Fig. 1: I/O nets highlighted
(3 px per um)
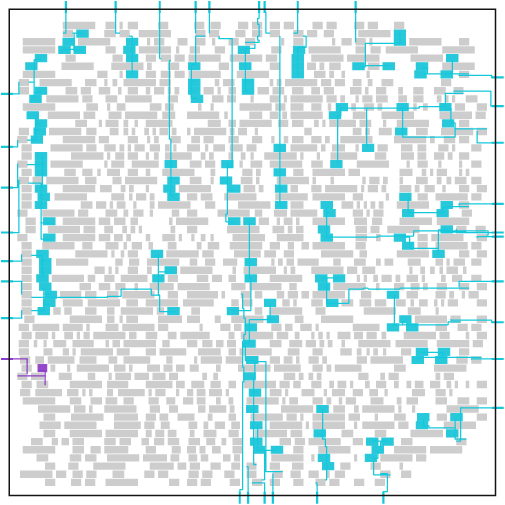
Fig. 2: routed clock nets over the placement
(3 px per um)
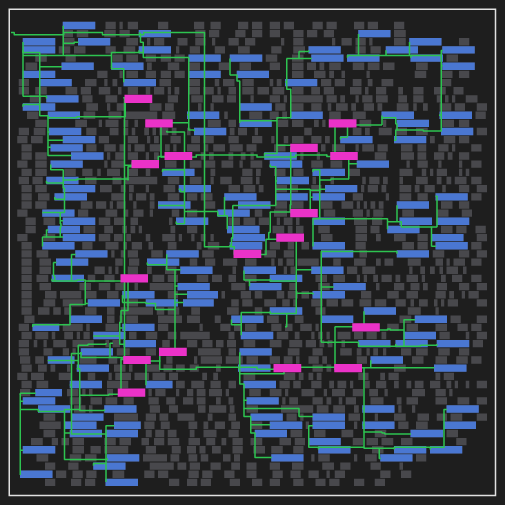
Fig. 3: track usage over the die
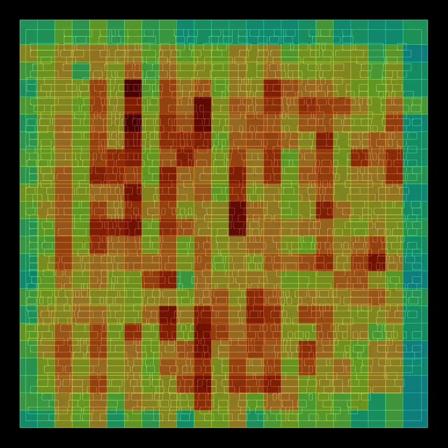
Fig. 4: wiring heat map
(2 px per um) The die is cut into 32 by 32 equal tiles; white is low, dark blue is high, scaled to the fullest tile. Values are wire area over tile area, all layers added.
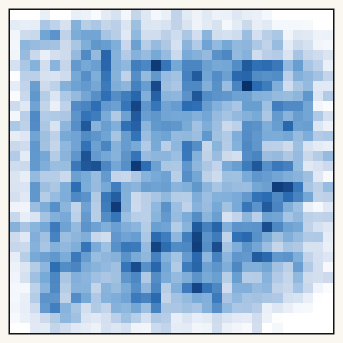
Fig. 5: logic cells by family
(2 px per um)
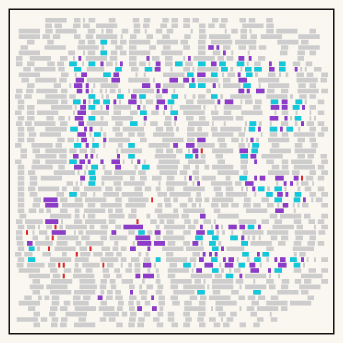
File: config.mk
export PLATFORM = sky130hd
export DESIGN_NAME = wb_queue_flat
export DESIGN_NICKNAME = d
export VERILOG_FILES = /design/src/rtl/wb_queue_if.sv /design/src/rtl/wb_queue.sv /design/src/flat_wrapper.sv
export SDC_FILE = /design/constraint.sdc
export NUM_CORES = 1
export LEC_CHECK = 0
export CELL_PAD_IN_SITES_DETAIL_PLACEMENT = 1
export CELL_PAD_IN_SITES_GLOBAL_PLACEMENT = 1
export CORE_MARGIN = 2
export CORE_UTILIZATION = 49
export CTS_CLUSTER_DIAMETER = 80
export DETAILED_ROUTE_END_ITERATION = 6
export PLACE_DENSITY_LB_ADDON = 0.1
export SYNTH_ARGS = -nofsm -noshare
export SYNTH_HDL_FRONTEND = slang
export SYNTH_SLANG_ARGS = --single-unit
File: constraint.sdc
create_clock -name clk -period 11 [get_ports clk]
set_clock_uncertainty 0.05 [all_clocks]
set_input_delay 3.3 -clock clk [delete_from_list [all_inputs] [get_ports clk]]
set_output_delay 3.3 -clock clk [all_outputs]
set_load 0.01 [all_outputs]
File: src/rtl/wb_queue_if.sv
// Write-back queue bus: two producer request channels, register-file write
// port, pending-write lookup and occupancy.
interface wb_queue_if #(
    parameter int N     = 5,
    parameter int DEPTH = 4
);
    localparam int CW = $clog2(DEPTH) + 1;

    // Valid/ready: a producer raises valid with addr/data stable; the request
    // is taken at the rising edge where valid & ready are both high. ready is
    // a function of queue state and a_valid only, never of the same port's valid.
    logic          a_valid;
    logic          a_ready;
    logic [N-1:0]  a_addr;
    logic [31:0]   a_data;
    logic          b_valid;
    logic          b_ready;
    logic [N-1:0]  b_addr;
    logic [31:0]   b_data;
    logic          we;
    logic [N-1:0]  wa;
    logic [31:0]   wd;
    logic [N-1:0]  chk_addr;
    logic          chk_pending;
    logic [31:0]   chk_data;
    logic [CW-1:0] count;

    modport master (
        output a_valid, a_addr, a_data, b_valid, b_addr, b_data, chk_addr,
        input  a_ready, b_ready, we, wa, wd, chk_pending, chk_data, count
    );

    modport slave (
        input  a_valid, a_addr, a_data, b_valid, b_addr, b_data, chk_addr,
        output a_ready, b_ready, we, wa, wd, chk_pending, chk_data, count
    );
endinterface

File: src/rtl/wb_queue.sv
// In-order write-back FIFO with two producers, one register-file write per
// cycle, and a youngest-match pending-write lookup for bypass logic.
module wb_queue #(
    parameter int N     = 5,
    parameter int DEPTH = 4
) (
    input  logic       clk,
    input  logic       rst_n,
    wb_queue_if.slave  q
);
    localparam int AW = $clog2(DEPTH);
    localparam int CW = AW + 1;

    logic [AW-1:0] head;
    logic [AW-1:0] tail;
    logic [CW-1:0] cnt;
    logic [N-1:0]  mem_addr [DEPTH];
    logic [31:0]   mem_data [DEPTH];

    logic [CW-1:0] free;
    logic          a_live;
    logic          a_rdy;
    logic          b_rdy;
    logic          a_push;
    logic          b_push;
    logic          pop;
    logic [AW-1:0] b_slot;

    // Free space ignores the same-cycle pop, so readies never depend on drain.
    assign free   = CW'(DEPTH) - cnt;
    assign a_live = q.a_valid && (q.a_addr != '0);
    assign a_rdy  = (free >= CW'(1));
    assign b_rdy  = (free >= CW'(2)) || ((free == CW'(1)) && !a_live);
    assign a_push = a_live && a_rdy;
    assign b_push = q.b_valid && b_rdy && (q.b_addr != '0);
    assign pop    = (cnt != '0);
    assign b_slot = tail + AW'(a_push);

    always_ff @(posedge clk or negedge rst_n) begin
        if (!rst_n) begin
            head <= '0;
            tail <= '0;
            cnt  <= '0;
        end else begin
            head <= head + AW'(pop);
            tail <= tail + AW'(a_push) + AW'(b_push);
            cnt  <= cnt + CW'(a_push) + CW'(b_push) - CW'(pop);
        end
    end

    // Payload storage needs no reset: only entries covered by cnt are ever read.
    always_ff @(posedge clk) begin
        if (a_push) begin
            mem_addr[tail] <= q.a_addr;
            mem_data[tail] <= q.a_data;
        end
        if (b_push) begin
            mem_addr[b_slot] <= q.b_addr;
            mem_data[b_slot] <= q.b_data;
        end
    end

    assign q.a_ready = a_rdy;
    assign q.b_ready = b_rdy;
    assign q.count   = cnt;
    assign q.we      = pop;
    assign q.wa      = pop ? mem_addr[head] : '0;
    assign q.wd      = pop ? mem_data[head] : '0;

    // Walk oldest to youngest so the last hit is the youngest match.
    logic          hit;
    logic [31:0]   hit_data;
    logic [AW-1:0] idx;

    always_comb begin
        hit      = 1'b0;
        hit_data = '0;
        idx      = '0;
        for (int i = 0; i < DEPTH; i++) begin
            idx = head + AW'(i);
            if ((CW'(i) < cnt) && (q.chk_addr != '0) && (mem_addr[idx] == q.chk_addr)) begin
                hit      = 1'b1;
                hit_data = mem_data[idx];
            end
        end
    end

    assign q.chk_pending = hit;
    assign q.chk_data    = hit_data;
endmodule

File: src/flat_wrapper.sv
// flat-port wrapper written by rule: the top's interface ports become plain ports
module wb_queue_flat 
#(
    parameter int N     = 5,
    parameter int DEPTH = 4
)
  (clk, rst_n, q_a_valid, q_a_addr, q_a_data, q_b_valid, q_b_addr, q_b_data, q_chk_addr, q_a_ready, q_b_ready, q_we, q_wa, q_wd, q_chk_pending, q_chk_data, q_count);
  wb_queue_if #(.N(N), .DEPTH(DEPTH)) q_i ();
  input  logic clk;
  input  logic rst_n;
  input wire logic [$bits(q_i.a_valid)-1:0] q_a_valid;
  input wire logic [$bits(q_i.a_addr)-1:0] q_a_addr;
  input wire logic [$bits(q_i.a_data)-1:0] q_a_data;
  input wire logic [$bits(q_i.b_valid)-1:0] q_b_valid;
  input wire logic [$bits(q_i.b_addr)-1:0] q_b_addr;
  input wire logic [$bits(q_i.b_data)-1:0] q_b_data;
  input wire logic [$bits(q_i.chk_addr)-1:0] q_chk_addr;
  output wire logic [$bits(q_i.a_ready)-1:0] q_a_ready;
  output wire logic [$bits(q_i.b_ready)-1:0] q_b_ready;
  output wire logic [$bits(q_i.we)-1:0] q_we;
  output wire logic [$bits(q_i.wa)-1:0] q_wa;
  output wire logic [$bits(q_i.wd)-1:0] q_wd;
  output wire logic [$bits(q_i.chk_pending)-1:0] q_chk_pending;
  output wire logic [$bits(q_i.chk_data)-1:0] q_chk_data;
  output wire logic [$bits(q_i.count)-1:0] q_count;
  assign q_i.a_valid = q_a_valid;
  assign q_i.a_addr = q_a_addr;
  assign q_i.a_data = q_a_data;
  assign q_i.b_valid = q_b_valid;
  assign q_i.b_addr = q_b_addr;
  assign q_i.b_data = q_b_data;
  assign q_i.chk_addr = q_chk_addr;
  assign q_a_ready = q_i.a_ready;
  assign q_b_ready = q_i.b_ready;
  assign q_we = q_i.we;
  assign q_wa = q_i.wa;
  assign q_wd = q_i.wd;
  assign q_chk_pending = q_i.chk_pending;
  assign q_chk_data = q_i.chk_data;
  assign q_count = q_i.count;
  wb_queue #(.N(N), .DEPTH(DEPTH)) u_core (.clk(clk), .rst_n(rst_n), .q(q_i));
endmodule
==> impl_metrics.yaml <==
# flow metrics
die:
  core_mm2: 0.02432
  die_area_mm2: 0.02610
run_status:
  status: "finished, final reports clean"
global_route:
  grt_max_degree: 95
  grt_pass1_wl_mm: 58.59
  first_global_vias: 10110
final_timing:
  drv_slew: 0
  rsz0062_at_grt: "false"
synth:
  yosysTopAreaCellShare_pct: 36.54
  ys.warnings.count: 0
worst_hold_path:
  min_from: "u_core.tail[1]$_DFF_PN0_"
  whs_path_depth: 1
finish:
  n_all_buffers: 186
  logic_area_mm2: 0.006989
route:
  routed_via_density: 6.381
  first_iter_violations: 592
  ant_nets: 0
place:
  gp_congestion: 0.8220
setup_path:
  arrival_ns: 6.87
clocking:
  cts_tree: "done"
job:
  openroad.warnings: 29
power:
  p_leak_nw: 5.011
  p_per_area_mw_per_mm2: 367.8
Notes on Fig. 1 above:
legend:
  `q_a_data`:
    color: cyan
    bits: 32
    direction: input
    edge: 10 right, 9 top, 7 left, 6 bottom
    end_cells: 128
    wire: 1560 um
  `q_b_ready`:
    color: purple
    bits: 1
    direction: output
    edge: left
    end_cells: 1
    wire: 26.5 um

Notes on Fig. 2 above:
legend:
  clock drivers:
    color: magenta
    count: 17
  clock wires:
    color: green
    length: 2300 um
  flip-flops:
    color: blue
    count: 155
routed clock nets: 18
flops lie: spread over the die

Notes on Fig. 3 above:
gr usage total: 29.19%
final core occ: 59.65%

Notes on Fig. 4 above:
mean over tiles: 0.23
fullest tile: 0.56
tiles over half the peak: 33%
emptiest ninth of the die: lower right
nearly empty tiles: 3.1%
total vias in the final route: 9558
total wire length: 37.95 mm
drt wl/cell: 25.33 um

Notes on Fig. 5 above:
legend:
  aoi and oai cells:
    color: purple
    cells: 155
    most_used: a21oi_1
  inv cells:
    color: red
    cells: 14
    most_used: inv_1
    where: lower left
  non-inverting ao/oa cells:
    color: cyan
    cells: 94
    most_used: o221a_1

-- flip-flops by register name, indices dropped and copies added, names as in the netlist --
signal,count
u_core.head,2
u_core.mem_addr,20
u_core.mem_data,128
u_core.q.count,3
u_core.tail,2
-- critical path, stage by stage --
cell and delay [ns]:
clkdlybuf4s50_1 0.60, or4_4 0.58, o21ai_1 0.19, nor4_2 0.10
o21ai_4 0.25, nor2b_4 0.52, buf_4 0.32, a211oi_2 0.10
o32ai_1 0.26, clkdlybuf4s50_1 0.62
-- metrics by stage --
step	total power, mW	area, um2	utilization [%]	setup slack (ns)	hold slack [ns]
6_report	5.336	14510	59.65	0.7809	0.7756
5_1_grt	5.621	14510	59.65	0.5960	0.8057
4_1_cts	5.336	14510	59.64	0.7458	0.7829
3_5_place_dp	4.641	13880	57.07	0.7676	0.7569
3_3_place_gp	4.556	13880	57.07	0.8426	0.7370
2_1_floorplan	3.443	12160	-	2.365	0.4298
-- report_power, final --
part / switching, mW / internal, mW / leakage [nW]
sequential: 0.224 / 1.04 / 1.46
combinational: 1.89 / 1.54 / 3.26
clock: 0.253 / 0.398 / 0.292
total: 2.37 / 2.97 / 5.01
-- cell usage in the layout, fill, tap and decap left out, types with 2 or more instances in the layout --
cell type,netlist,layout
a211oi_1,11,11
xor2_1,7,7
nand3_1,29,29
inv_1,12,12
edfxtp_1,148,148
a211oi_2,30,30
nor3_1,8,8
a21bo_2,29,29
clkinvlp_4,0,4
nor3_2,3,2
buf_4,18,27
fa_1,2,2
o221a_2,2,2
a21oi_1,65,64
clkdlybuf4s50_1,0,158
bufinv_16,0,5
clkinv_1,0,2
or3_1,2,2
o21ai_0,3,3
o21bai_4,0,2
inv_2,2,2
mux4_2,6,6
o22ai_4,0,2
nor2_4,3,4
o221a_1,30,30
dfrtp_1,7,5
mux2i_1,84,84
o32ai_1,32,32
mux2_2,189,189
nand2_1,35,35
o21ai_1,2,2
dfrtp_4,0,2
mux2_1,22,22
o311a_1,29,29
nor2_1,100,99
xnor2_1,20,20
and2_1,7,7
nor4_2,2,2
clkbuf_16,0,17
ha_1,10,9
-- synth_stat cells (all sizes together) (10+ instances only) --
library cell / n
ha: 10
o221a: 32
mux2: 211
nor3: 11
clkbuf: 26
nor2: 103
inv: 14
o311a: 30
xnor2: 21
a21oi: 65
o32ai: 32
nand2: 36
nand3: 29
a211oi: 42
edfxtp: 148
buf: 73
a21bo: 29
mux2i: 85
-- cell families (layout without fill, tap and decap cells) --
group | after synthesis | in the layout | synth area share, %
fa+ha+maj | 12 | 12 | 1.358
simple gates | 197 | 197 | 7.407
buf+inv | 113 | 230 | 5.401
compound gates | 249 | 249 | 18.11
mux | 302 | 302 | 27.67
xor+xnor | 28 | 28 | 2.078
flops | 155 | 155 | 37.98
other cells | 0 | 1 | 0
-- routing by layer --
layer / vias up / GRT usage, % / wire length, um
met1: 4901 / 37.76 / 16700
met4: 0 / 9.943 / 791
met5: - / 0 / 0
met2: 285 / 50.25 / 18900
li1: 4321 / - / -
met3: 51 / 4.160 / 1562
Power figures rest on the tool's default switching activity, not on a simulated workload.
